[src/rtl/uart_rx_fifo.sv]
// uart_rx_fifo: receive-side byte buffer between the UART receiver byte strobe
// and the CPU read path. It is a circular buffer with a separate fill counter.
// Each read pops one byte and presents it zero-extended to 32 bits, and the
// sticky overflow and underflow flags can be polled by software.
// Optional feature macro: UART_RX_FIFO_IRQ_EN adds the IRQ_LEVEL parameter and
// a registered irq output. The irq output is high when the fill level reaches
// IRQ_LEVEL or when overflow is set.
module uart_rx_fifo #(
  parameter int DATA_W = 8,
  parameter int DEPTH  = 16,
  parameter int ADDR_W = 4
`ifdef UART_RX_FIFO_IRQ_EN
  ,
  parameter int IRQ_LEVEL = 8
`endif
) (
  input  logic              clock,
  input  logic              reset,
  input  logic [DATA_W-1:0] rx_data,
  input  logic              rx_valid,
  input  logic              rd_en,
  input  logic              clear,
  output logic [31:0]       data_out,
  output logic              data_valid,
  output logic              empty,
  output logic              full,
  output logic [ADDR_W:0]   count,
  output logic              overflow,
  output logic              underflow
`ifdef UART_RX_FIFO_IRQ_EN
  ,
  output logic              irq
`endif
);

  localparam logic [ADDR_W:0] DEPTH_C = (ADDR_W + 1)'(DEPTH);

  logic [DATA_W-1:0] mem [DEPTH];
  logic [ADDR_W-1:0] wr_ptr;
  logic [ADDR_W-1:0] rd_ptr;
  logic              rd_accept;
  logic              wr_accept;
  logic              wr_drop;
  logic              flush;

  // Accept and drop decisions. A read frees a slot in the same edge, so a
  // full FIFO can still take a write when a read is also accepted. A flush
  // swallows any strobe or request that arrives with it.
  always_comb begin
    flush     = reset | clear;
    rd_accept = rd_en & (count != '0) & ~flush;
    wr_accept = rx_valid & ((count != DEPTH_C) | rd_accept) & ~flush;
    wr_drop   = rx_valid & (count == DEPTH_C) & ~rd_accept & ~flush;
  end

  // Storage array written without reset so that it can map onto block RAM.
  always_ff @(posedge clock) begin
    if (wr_accept) begin
      mem[wr_ptr] <= rx_data;
    end
  end

  // Pointers, fill level, read data register and sticky flags.
  always_ff @(posedge clock) begin
    if (flush) begin
      wr_ptr     <= '0;
      rd_ptr     <= '0;
      count      <= '0;
      data_out   <= '0;
      data_valid <= 1'b0;
      overflow   <= 1'b0;
      underflow  <= 1'b0;
    end else begin
      data_valid <= rd_accept;
      if (wr_accept) begin
        wr_ptr <= wr_ptr + 1'b1;
      end
      if (rd_accept) begin
        rd_ptr   <= rd_ptr + 1'b1;
        data_out <= 32'(mem[rd_ptr]);
      end
      if (wr_accept && !rd_accept) begin
        count <= count + 1'b1;
      end else if (rd_accept && !wr_accept) begin
        count <= count - 1'b1;
      end
      if (wr_drop) begin
        overflow <= 1'b1;
      end
      if (rd_en && count == '0) begin
        underflow <= 1'b1;
      end
    end
  end

  assign empty = (count == '0);
  assign full  = (count == DEPTH_C);

`ifdef UART_RX_FIFO_IRQ_EN
  localparam logic [ADDR_W:0] IRQ_LEVEL_C = (ADDR_W + 1)'(IRQ_LEVEL);

  // Interrupt request, registered one cycle behind the level and overflow state.
  always_ff @(posedge clock) begin
    if (flush) begin
      irq <= 1'b0;
    end else begin
      irq <= (count >= IRQ_LEVEL_C) | overflow;
    end
  end
`endif

endmodule

[config.mk]
export PLATFORM = sky130hd
export DESIGN_NAME = uart_rx_fifo
export DESIGN_NICKNAME = d
export VERILOG_FILES = /design/src/rtl/uart_rx_fifo.sv
export SDC_FILE = /design/constraint.sdc
export NUM_CORES = 1
export LEC_CHECK = 0
export CAP_MARGIN = 25
export CORE_ASPECT_RATIO = 0.7
export CORE_UTILIZATION = 52
export CTS_CLUSTER_SIZE = 14
export DETAILED_ROUTE_END_ITERATION = 10
export GPL_ROUTABILITY_DRIVEN = 1
export PLACE_DENSITY = 0.72
export SYNTH_ARGS = -nofsm -noshare
export SYNTH_HDL_FRONTEND = slang
export SYNTH_SLANG_ARGS = --single-unit
[constraint.sdc]
create_clock -name clock -period 2.7 [get_ports clock]
set_input_delay 0.27 -clock clock [delete_from_list [all_inputs] [get_ports clock]]
set_output_delay 0.27 -clock clock [all_outputs]
set_load 0.01 [all_outputs]
==> CHANGELOG.md, run 1 <==
## Flow update

- Fin crit share: 0.9630
- P&R area growth vs syn: 20.09%
- CTS buffer count: 17
- Status: finished clean
- Non-Filler Instances: between 600 and 700
- Site row count: 33
- RSZ-0062 raised after global routing: false
- Min Tclk post-route: 2.600 ns
- Grt met1 use: 0.3036
- Pre-CTS setup slack: -0.3284 ns
- Max Clock Freq: a little under 400 MHz
- Setup violations, final: 0
- Antenna fix cells: 0
- IO Port Bufs: 30
- Ys cells: about 410
- Startpoint Class: flip-flop
- Sink Count: between 150 and 200
- Most frequent cells in the layout: edfxtp_1 (128), mux2i_1 (46), buf_4 (46)
- Core area: ~0.012 sq mm
- Root Buffer: clkbuf_16
- Worst Path Class, Setup: flip-flop to flip-flop
- Area leader, netlist: edfxtp_1
- Post-route ant nets: 0
- Sequential fraction of design power: 0.514
- Vias/cell: 5.601
- Synth Flop Type: edfxtp_1
- Worst setup margin: 0.1000 ns
- CTS Buffer Depth: 2
- Clk pin slew, worst setup/hold paths: 0.06 ns
- Commonest Layout Cell: edfxtp_1
- Ranking of synthesized cells by area: edfxtp_1 (61%), dfxtp_1 (7.7%), mux2i_1 (7.3%)
- Nets: roughly 510
- DIE HEIGHT: between 90 and 100 um
- Number of synthesized flops with an enable pin: 128
- Floorplan utilization: 0.5343
- Max-Cap Viols: 0
- Yosys warns: 0
- Area share, top type: 0.6135
- CTS H-tree depth: 4
[run 1: per-layer routing]
layer / part of all wire / up-vias
li1: - / 1663
met1: 0.45 / 1825
met2: 0.47 / 146
met3: 0.071 / 18
met4: 0.013 / 0
met5: 0 / -
[run 1: state kept, by name, indices dropped and copies added, names as in the netlist]
signal	flops
rd_ptr	4
mem	128
data_valid	1
underflow	1
count	5
overflow	1
wr_ptr	4
data_out	8
[run 1: final cells by class]
class / count / area, sq um
clock buffers: 21 / 450.4
clock inverters: 11 / 102.6
fillers: 846 / 4203
inverters: 7 / 26.28
multi-input cells: 227 / 1755
flip-flops and latches: 152 / 4327
well taps: 157 / 196.4
repair buffers: 77 / 665.6
[run 1: final timing paths]
| check | cells past startpoint | slack (ns) | endpoint | startpoint |
|---|---|---|---|---|
| max | 11 | 0.10 | count[4]$_SDFFE_PP0P_ | count[1]$_SDFFE_PP0P_ |
| min | 2 | 0.47 | underflow$_SDFFE_PP0P_ | underflow$_SDFFE_PP0P_ |
| max reg2reg | 11 | 0.10 | count[4]$_SDFFE_PP0P_ | count[1]$_SDFFE_PP0P_ |
| min reg2reg | 2 | 0.47 | underflow$_SDFFE_PP0P_ | underflow$_SDFFE_PP0P_ |
[run 1: power groups by stage]
stage | registers (W) | logic, W | clock network (W)
2_1_floorplan | 0.00262 | 0.000131 | 0
3_3_place_gp | 0.00262 | 0.000220 | 0
3_5_place_dp | 0.00262 | 0.000226 | 0
4_1_cts | 0.00257 | 0.000227 | 0.00222
5_1_grt | 0.00257 | 0.000252 | 0.00231
6_report | 0.00257 | 0.000234 | 0.00220
[run 1: metrics by stage]
step,total power (W),setup TNS (ns)
2_1_floorplan,0.002748,0
4_1_cts,0.005013,0
3_3_place_gp,0.002836,-0.3873
3_5_place_dp,0.002843,-0.6481
5_1_grt,0.005135,0
6_report,0.004998,0
[run 1: kinds of logic (layout without fill, tap and decap cells)]
family	Yosys count	count (layout)	synth area share
mux	57	57	0.1130
buf+inv	51	116	0.04753
fa+ha+maj	10	10	0.02117
other cells	1	24	0.0005986
xor+xnor	7	7	0.009786
compound gates	64	64	0.06831
simple gates	65	65	0.04933
flops	152	152	0.6902
[run 1: synth_stat cells, drive strengths merged, types with 4 or more instances]
master,instances
a2111oi,5
a21oi,15
buf,35
clkbuf,9
dfxtp,24
edfxtp,128
ha,9
inv,7
mux2i,46
mux4,11
nand2,11
nor2,30
nor3,7
o21ai,9
o22ai,21
xor2,4
[run 1: critical path, stage by stage (launching register included)]
cell     delay, ns
dfxtp_2       0.32
or4_4         0.59
o21ai_4       0.16
nor2_2        0.05
inv_1         0.06
ha_2          0.17
inv_2         0.06
fa_2          0.36
a21o_1        0.18
a21oi_2       0.13
mux2i_1       0.24
mux2i_1       0.20
[run 1: timing repair]
item / CTS / global route
gates resized: 0 / 5
setup buffers: 0 / 2
endpoints found under the setup margin: 0 / 2
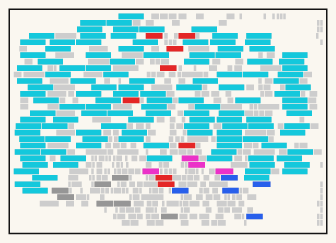
Figure 1: run 1, sequential cells grouped by signal name.
Red shows data_out, placed flops 8. Blue shows count, placed flops 5. Magenta shows rd_ptr, placed flops 4. Cyan shows mem, placed flops 128.
Seq area share: 0.5751
Flop+latch power: 0.00257 W
final core occ: 0.6416
Storage cell area: 0.004327 sq mm

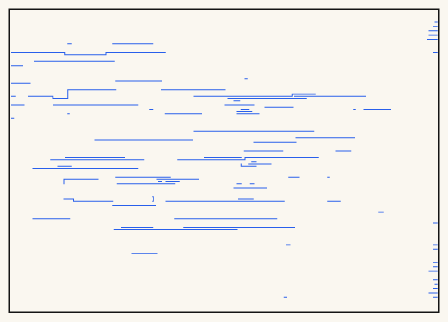
Figure 2: run 1, the metal 3 layer.
The layer carries 922 um of wire. 57 nets have wire on it.
grt met3 use: 0.05394
via count: 3652
routed wire length: 13.04 mm

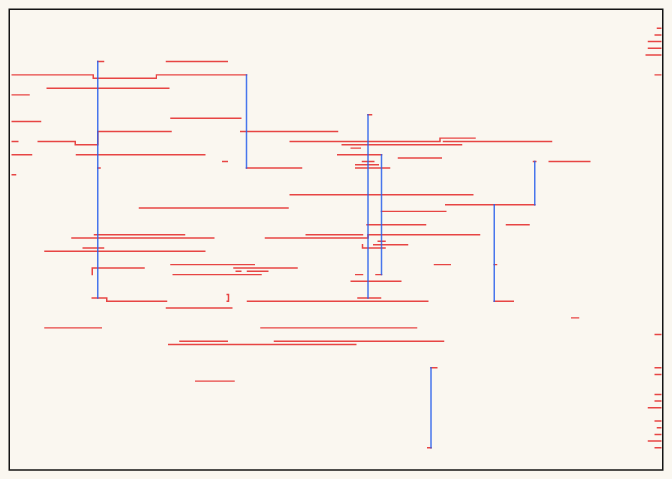
Figure 3: run 1, wiring by layer.
Two of the layers only.
Red shows met3, wire length 922 um. Blue shows met4, wire length 174 um.
Routed wire per std cell: 19.99 um
GRT Total Usage: 0.2233

Figure 4. Track usage over the die (run 1).
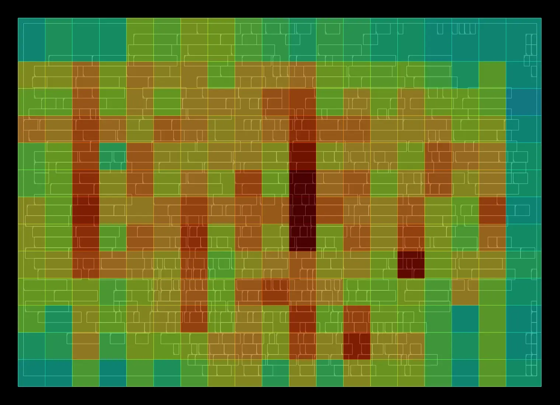

==> run 1 -> run 2 <==
--- a/config.mk
+++ b/config.mk
@@ -7,11 +7,11 @@
 export LEC_CHECK = 0
 export CAP_MARGIN = 25
 export CORE_ASPECT_RATIO = 0.7
-export CORE_UTILIZATION = 52
+export CORE_UTILIZATION = 57
 export CTS_CLUSTER_SIZE = 14
 export DETAILED_ROUTE_END_ITERATION = 10
 export GPL_ROUTABILITY_DRIVEN = 1
-export PLACE_DENSITY = 0.72
+export PLACE_DENSITY = 0.75
 export SYNTH_ARGS = -nofsm -noshare
 export SYNTH_HDL_FRONTEND = slang
 export SYNTH_SLANG_ARGS = --single-unit
==> constraint.sdc (replaced) <==
create_clock -name clock -period 2.8 [get_ports clock]
set_input_delay 0.28 -clock clock [delete_from_list [all_inputs] [get_ports clock]]
set_output_delay 0.28 -clock clock [all_outputs]
set_load 0.01 [all_outputs]
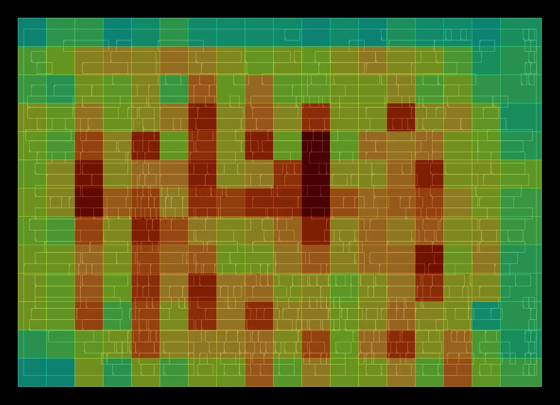
Figure 5: run 2, track usage over the die.
met2 usage: 0.3743
busiest grt layer: met2

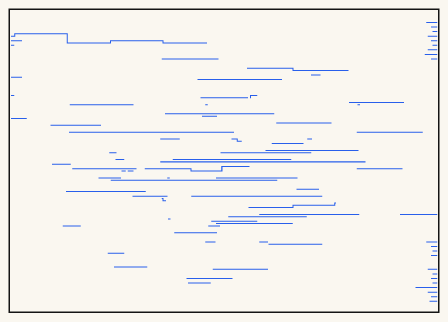
Figure 6: run 2, the metal 3 layer.
The wires run mostly horizontal. The layer holds 7.6% of the routed length. The longest straight run is 60.7 um. 67 nets have wire on it. The layer carries 1000 um of wire.
via count: 3657
grt met3 use: 0.06190
routed wire length: 13.16 mm

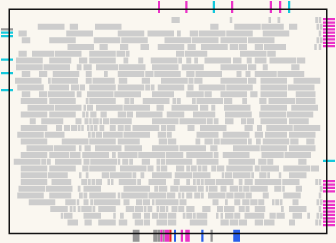
Figure 7: run 2, ports around the boundary.
Pins as bars across the die edge, other pins in gray.
Magenta shows data_out, pins 32, direction output, edge 21 east, 6 south, 5 north. Red shows overflow, pins 1, direction output, edge south. Cyan shows rx_data, pins 8, direction input, edge 5 west, 2 north, 1 east. Blue shows count, pins 5, direction output, edge south.
All pins by edge: 22 east, 20 south, 7 north, 6 west.
IO Port Bufs: 30
DIE HEIGHT: 89.72 um
die width: 127.3 um

==> run 2 against run 1 <==
Compared with the run above: synthesized cell count unchanged; largest cell class unchanged; non-clock buffer count down 2; power decreased by 2.0%.
==> CHANGELOG.md, run 2 <==
## Flow update

- Status: finished clean
- Worst path bufs/invs: 2
- Post-route ant nets: 0
- Cell with the most instances after synthesis: edfxtp_1
- Slowest CP cell: or4_4
- Most frequent cells in the layout: edfxtp_1 (128), mux2i_1 (46), buf_4 (44)
- Max Clock Freq: roughly 380 MHz
- Top Registers: mem x128, data_out x8, count x5
- Sequential fraction of design power: 0.506
- Critical path depth: 11
- CP top delay family: simple AND/OR/NAND/NOR gates
- Ranking of synthesized cells by area: edfxtp_1 (61%), dfxtp_1 (7.7%), mux2i_1 (7.3%)
- Fin crit share: 0.9352
- Antenna fix cells: 0
- Total Power: about 0.005 W
- Setup violations, final: 0
- Largest register by flop count: mem
- Sink Count: between 150 and 200
- Pre-CTS setup slack: -0.3057 ns
- P&R area growth vs syn: 19.91%
- Routed wire per std cell: just over 20 um
- Site row count: 31
- Nets: between 500 and 600
- Critical Path Most Common Cell: mux2i_1
- Root Buffer: clkbuf_16
- Final core occ: 0.7147
- CP max stage delay: 0.59 ns
- CTS H-tree depth: 4
- Cell Chain, Critical Path: or4_4, o21ai_2, nor2_1, inv_1, ha_1, inv_2, fa_2, a21o_1, a21oi_2, mux2i_1, mux2i_1
- Non-Filler Instances: approximately 640
- Area share, top type: 0.6135
- Synth Flop Type: edfxtp_1
- Commonest Layout Cell: edfxtp_1
- Clk pin slew, worst setup/hold paths: roughly 0.060 ns
- Crit. Startpoint: count[2]$_SDFFE_PP0P_
- Min Tclk post-route: between 2 and 3 ns
- Worst Path Class, Setup: flip-flop to flip-flop
- Hold Crit Start: underflow$_SDFFE_PP0P_
- Max reg flops: 128
- Yosys warns: 0
## run 2: area by class of cell
| class | count | area, sq um |
|---|---|---|
| flip-flops and latches | 152 | 4325 |
| inverters | 7 | 26.28 |
| repair buffers | 75 | 650.6 |
| clock buffers | 26 | 554.3 |
| clock inverters | 6 | 31.28 |
| well taps | 148 | 185.2 |
| fillers | 678 | 2999 |
| multi-input cells | 227 | 1739 |
## run 2: metal layers
metal,routed length (um),GRT usage
met5,0,0
met1,5727,0.3614
met4,80,0.08135
met3,1003,0.06190
met2,6352,0.3743
## run 2: final timing paths
kind / to / slack [ns]
worst max-delay path: count[4]$_SDFFE_PP0P_ / 0.18
worst min-delay path: underflow$_SDFFE_PP0P_ / 0.47
worst max register to register: count[4]$_SDFFE_PP0P_ / 0.18
worst min register to register: underflow$_SDFFE_PP0P_ / 0.47
## run 2: tightest hold or removal path: stages (launching register included)
cell and delay, ns:
dfxtp_1 0.32, a21oi_1 0.04, nor2_1 0.07
## run 2: stage by stage
step	hold WS [ns]	area, sq um
global route	0.5260	7512
finish	0.4713	7512
global placement	0.4507	6913
detailed placement	0.4650	6913
CTS	0.4792	7498
floorplan	0.3789	6355
## run 2: cells by family (layout without fill, tap and decap cells)
logic type	after synthesis	count (layout)	share of synthesized area
AND-OR/OR-AND	64	64	0.06831
XOR/XNOR	7	7	0.009786
adder cells (fa/ha/maj)	10	10	0.02117
buffers and inverters	51	114	0.04753
flip-flops	152	152	0.6902
multiplexers	57	57	0.1130
other	1	24	0.0005986
AND/OR/NAND/NOR	65	65	0.04933
## run 2: timing repair
item	in CTS	in global routing
resized	0	3
buffers inserted	0	1
hold buffers	0	0
endpoints found under the setup margin	0	1
## run 2: power by group through the flow
stage / Clock (W) / Combinational (W) / Sequential (W)
floorplan: 0 / 0.000125 / 0.00252
global placement: 0 / 0.000206 / 0.00252
detailed placement: 0 / 0.000213 / 0.00252
CTS: 0.00223 / 0.000214 / 0.00248
global route: 0.00232 / 0.000240 / 0.00248
finish: 0.00220 / 0.000218 / 0.00248
Figure 8. Wiring by layer (run 2).
Two of the layers only.
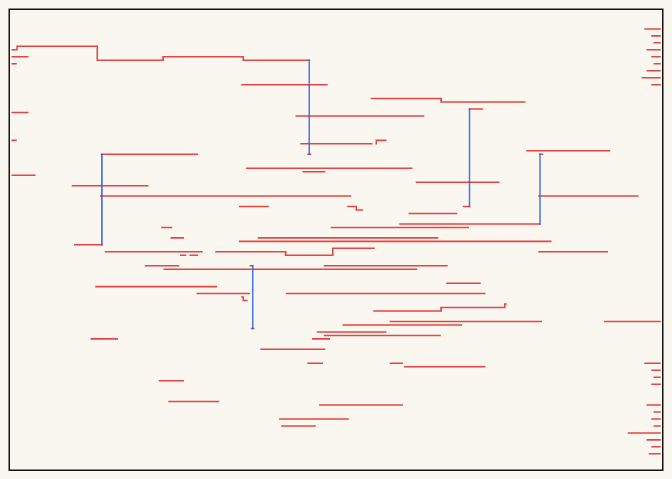

==> run 2 -> run 3 <==
--- a/config.mk
+++ b/config.mk
@@ -6,7 +6,6 @@
 export NUM_CORES = 1
 export LEC_CHECK = 0
 export CAP_MARGIN = 25
-export CORE_ASPECT_RATIO = 0.7
 export CORE_UTILIZATION = 57
 export CTS_CLUSTER_SIZE = 14
 export DETAILED_ROUTE_END_ITERATION = 10
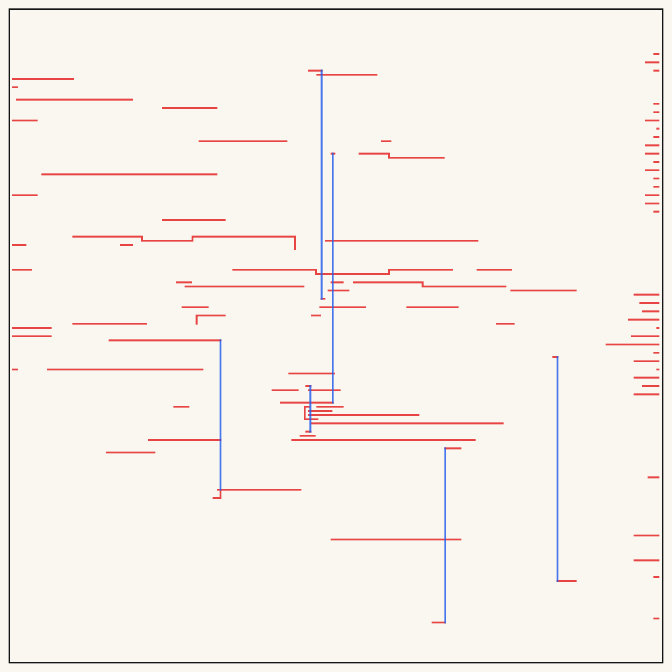
Figure 9: run 3, wiring by layer.
Two of the layers only.
Blue shows met4, wire length 175 um. Red shows met3, wire length 664 um.
GRT Total Usage: 0.2354
via count: 3577
Routed wire per std cell: 20.07 um

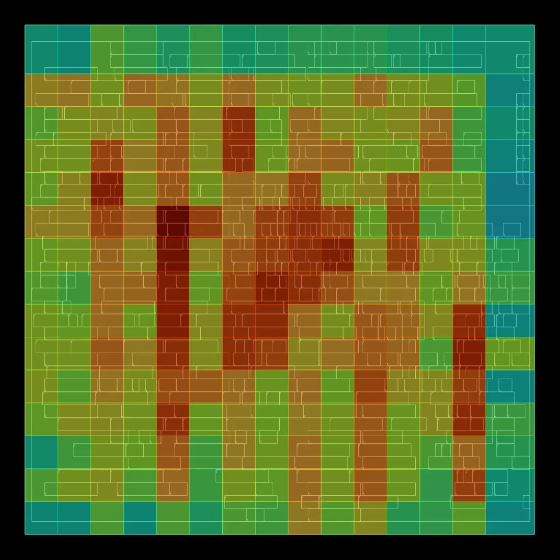
Figure 10: run 3, track usage over the die.
final core occ: 0.7038
grt met1 use: 0.3102
grt met3 use: 0.04559

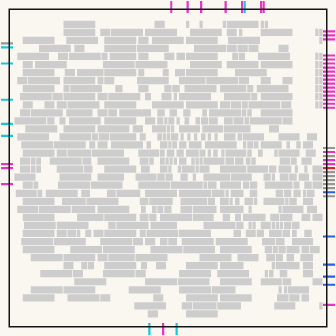
Figure 11: run 3, ports around the boundary.
Pins as bars across the die edge, other pins in gray.
Red shows overflow, pins 1, direction output, edge east. Magenta shows data_out, pins 32, direction output, edge 21 east, 7 north, 3 west, 1 south. Cyan shows rx_data, pins 8, direction input, edge 5 west, 2 south, 1 north. Blue shows count, pins 5, direction output, edge east.
All pins by edge: 35 east, 9 west, 8 north, 3 south.
DIE HEIGHT: 106.8 um
die width: 106.8 um

==> run 3 against run 2 <==
Compared with the run above: setup slack worse by 0.024 ns; sequential power about the same; register-to-register slack worse by 0.02 ns; hold slack worse by 0.040 ns; final area shrank 1.5%; area after synthesis unchanged; highest routed layer unchanged.
==> CHANGELOG.md, run 3 <==
## Flow update

- Max Clock Freq: 378.4 MHz
- Most frequent cells in the layout: edfxtp_1 (128), mux2i_1 (46), buf_4 (34)
- Slowest CP cell: or4_4
- Number of synthesized flops with an enable pin: ~130
- Fillers: about 670
- Core area: about 0.011 sq mm
- Floorplan utilization: 0.5961
- IO Port Bufs: 30
- Clk pin slew, worst setup/hold paths: roughly 0.07 ns
- Vias/cell: around 5.8
- Number of gates resized after CTS: 0
- CTS buffer count: 17
- Antenna fix cells: 0
- Routed wire length: between 10 and 15 mm
- Sink Count: 152
- Status: finished clean
- Commonest Layout Cell: edfxtp_1
- Synth Flop Type: edfxtp_1
- Area share, top type: 0.6135
- Ranking of synthesized cells by area: edfxtp_1 (61%), dfxtp_1 (7.7%), mux2i_1 (7.3%)
- Most frequent cells after synthesis: edfxtp_1 (128), mux2i_1 (46), nor2_1 (30)
- CP top delay family: simple AND/OR/NAND/NOR gates
- WHS: 0.4313 ns
- Fin crit share: 0.9439
- Min Tclk post-route: approximately 2.6 ns
- Cell with the most instances after synthesis: edfxtp_1
- Root Buffer: clkbuf_8
- Worst setup margin: around 0.16 ns
- Cell Chain, Critical Path: or4_4, o21ai_2, nor2_1, inv_1, ha_1, inv_1, fa_2, a21o_1, a21oi_2, mux2i_1, mux2i_1
- Worst path bufs/invs: 2
- Worst Path Class, Setup: flip-flop to flip-flop
- Setup violations, final: 0
- CP max stage delay: 0.59 ns
[run 3: logic make-up after synthesis]
group / after synthesis / share of synthesized area
buffers and inverters: 51 / 0.04753
flip-flops: 152 / 0.6902
XOR/XNOR: 7 / 0.009786
other: 1 / 0.0005986
adder cells (fa/ha/maj): 10 / 0.02117
AND/OR/NAND/NOR: 65 / 0.04933
AND-OR/OR-AND: 64 / 0.06831
multiplexers: 57 / 0.1130
[run 3: routing by layer]
| metal | part of all wire | GRT usage |
|---|---|---|
| met2 | 0.52 | 0.3917 |
| met5 | 0 | 0 |
| met4 | 0.014 | 0.08513 |
| met3 | 0.053 | 0.04559 |
| met1 | 0.42 | 0.3102 |
[run 3: worst register-to-register path, stage by stage, from the launching register on]
cell	delay (ns)
dfxtp_1	0.31
or4_4	0.59
o21ai_2	0.18
nor2_1	0.07
inv_1	0.06
ha_1	0.16
inv_1	0.09
fa_2	0.35
a21o_1	0.19
a21oi_2	0.15
mux2i_1	0.23
mux2i_1	0.20
[run 3: cell type report]
class,instances,area (sq um),share of cell area
clock buffer,18,417.9,0.05650
clock inverter,14,141.4,0.01912
inverter,7,26.28,0.003553
multi-input combinational,227,1739,0.2352
sequential,152,4325,0.5848
tap,136,170.2,0.02301
timing repair buffer,65,575.6,0.07782
[run 3: path summary, 6_finish.rpt]
path	start	to	slack (ns)	cells after the start
worst min-delay path	rx_valid	overflow$_SDFFE_PP0P_	0.43	3
worst min register to register	underflow$_SDFFE_PP0P_	underflow$_SDFFE_PP0P_	0.47	2
worst max-delay path	count[0]$_SDFFE_PP0P_	count[4]$_SDFFE_PP0P_	0.16	11
worst max register to register	count[0]$_SDFFE_PP0P_	count[4]$_SDFFE_PP0P_	0.16	11
[run 3: power breakdown]
part           leakage [nW]  switching (W)  internal, W
sequential             1.35      0.0000110      0.00246
clock                 0.267       0.000921      0.00120
combinational         0.840       0.000122    0.0000877
total                  2.45        0.00105      0.00375
[run 3: through the flow]
stage | setup TNS [ns] | cells | cell area [sq um] | utilization
after detailed placement | -0.4711 | 587 | 6830 | 0.6500
after global placement | -0.2917 | 587 | 6830 | 0.6500
after CTS | 0 | 619 | 7390 | 0.7032
after global routing | 0 | 619 | 7396 | 0.7038
after floorplan | 0 | 430 | 6355 | -
final | 0 | 619 | 7396 | 0.7038
Power is estimated from default activity; no workload was simulated.
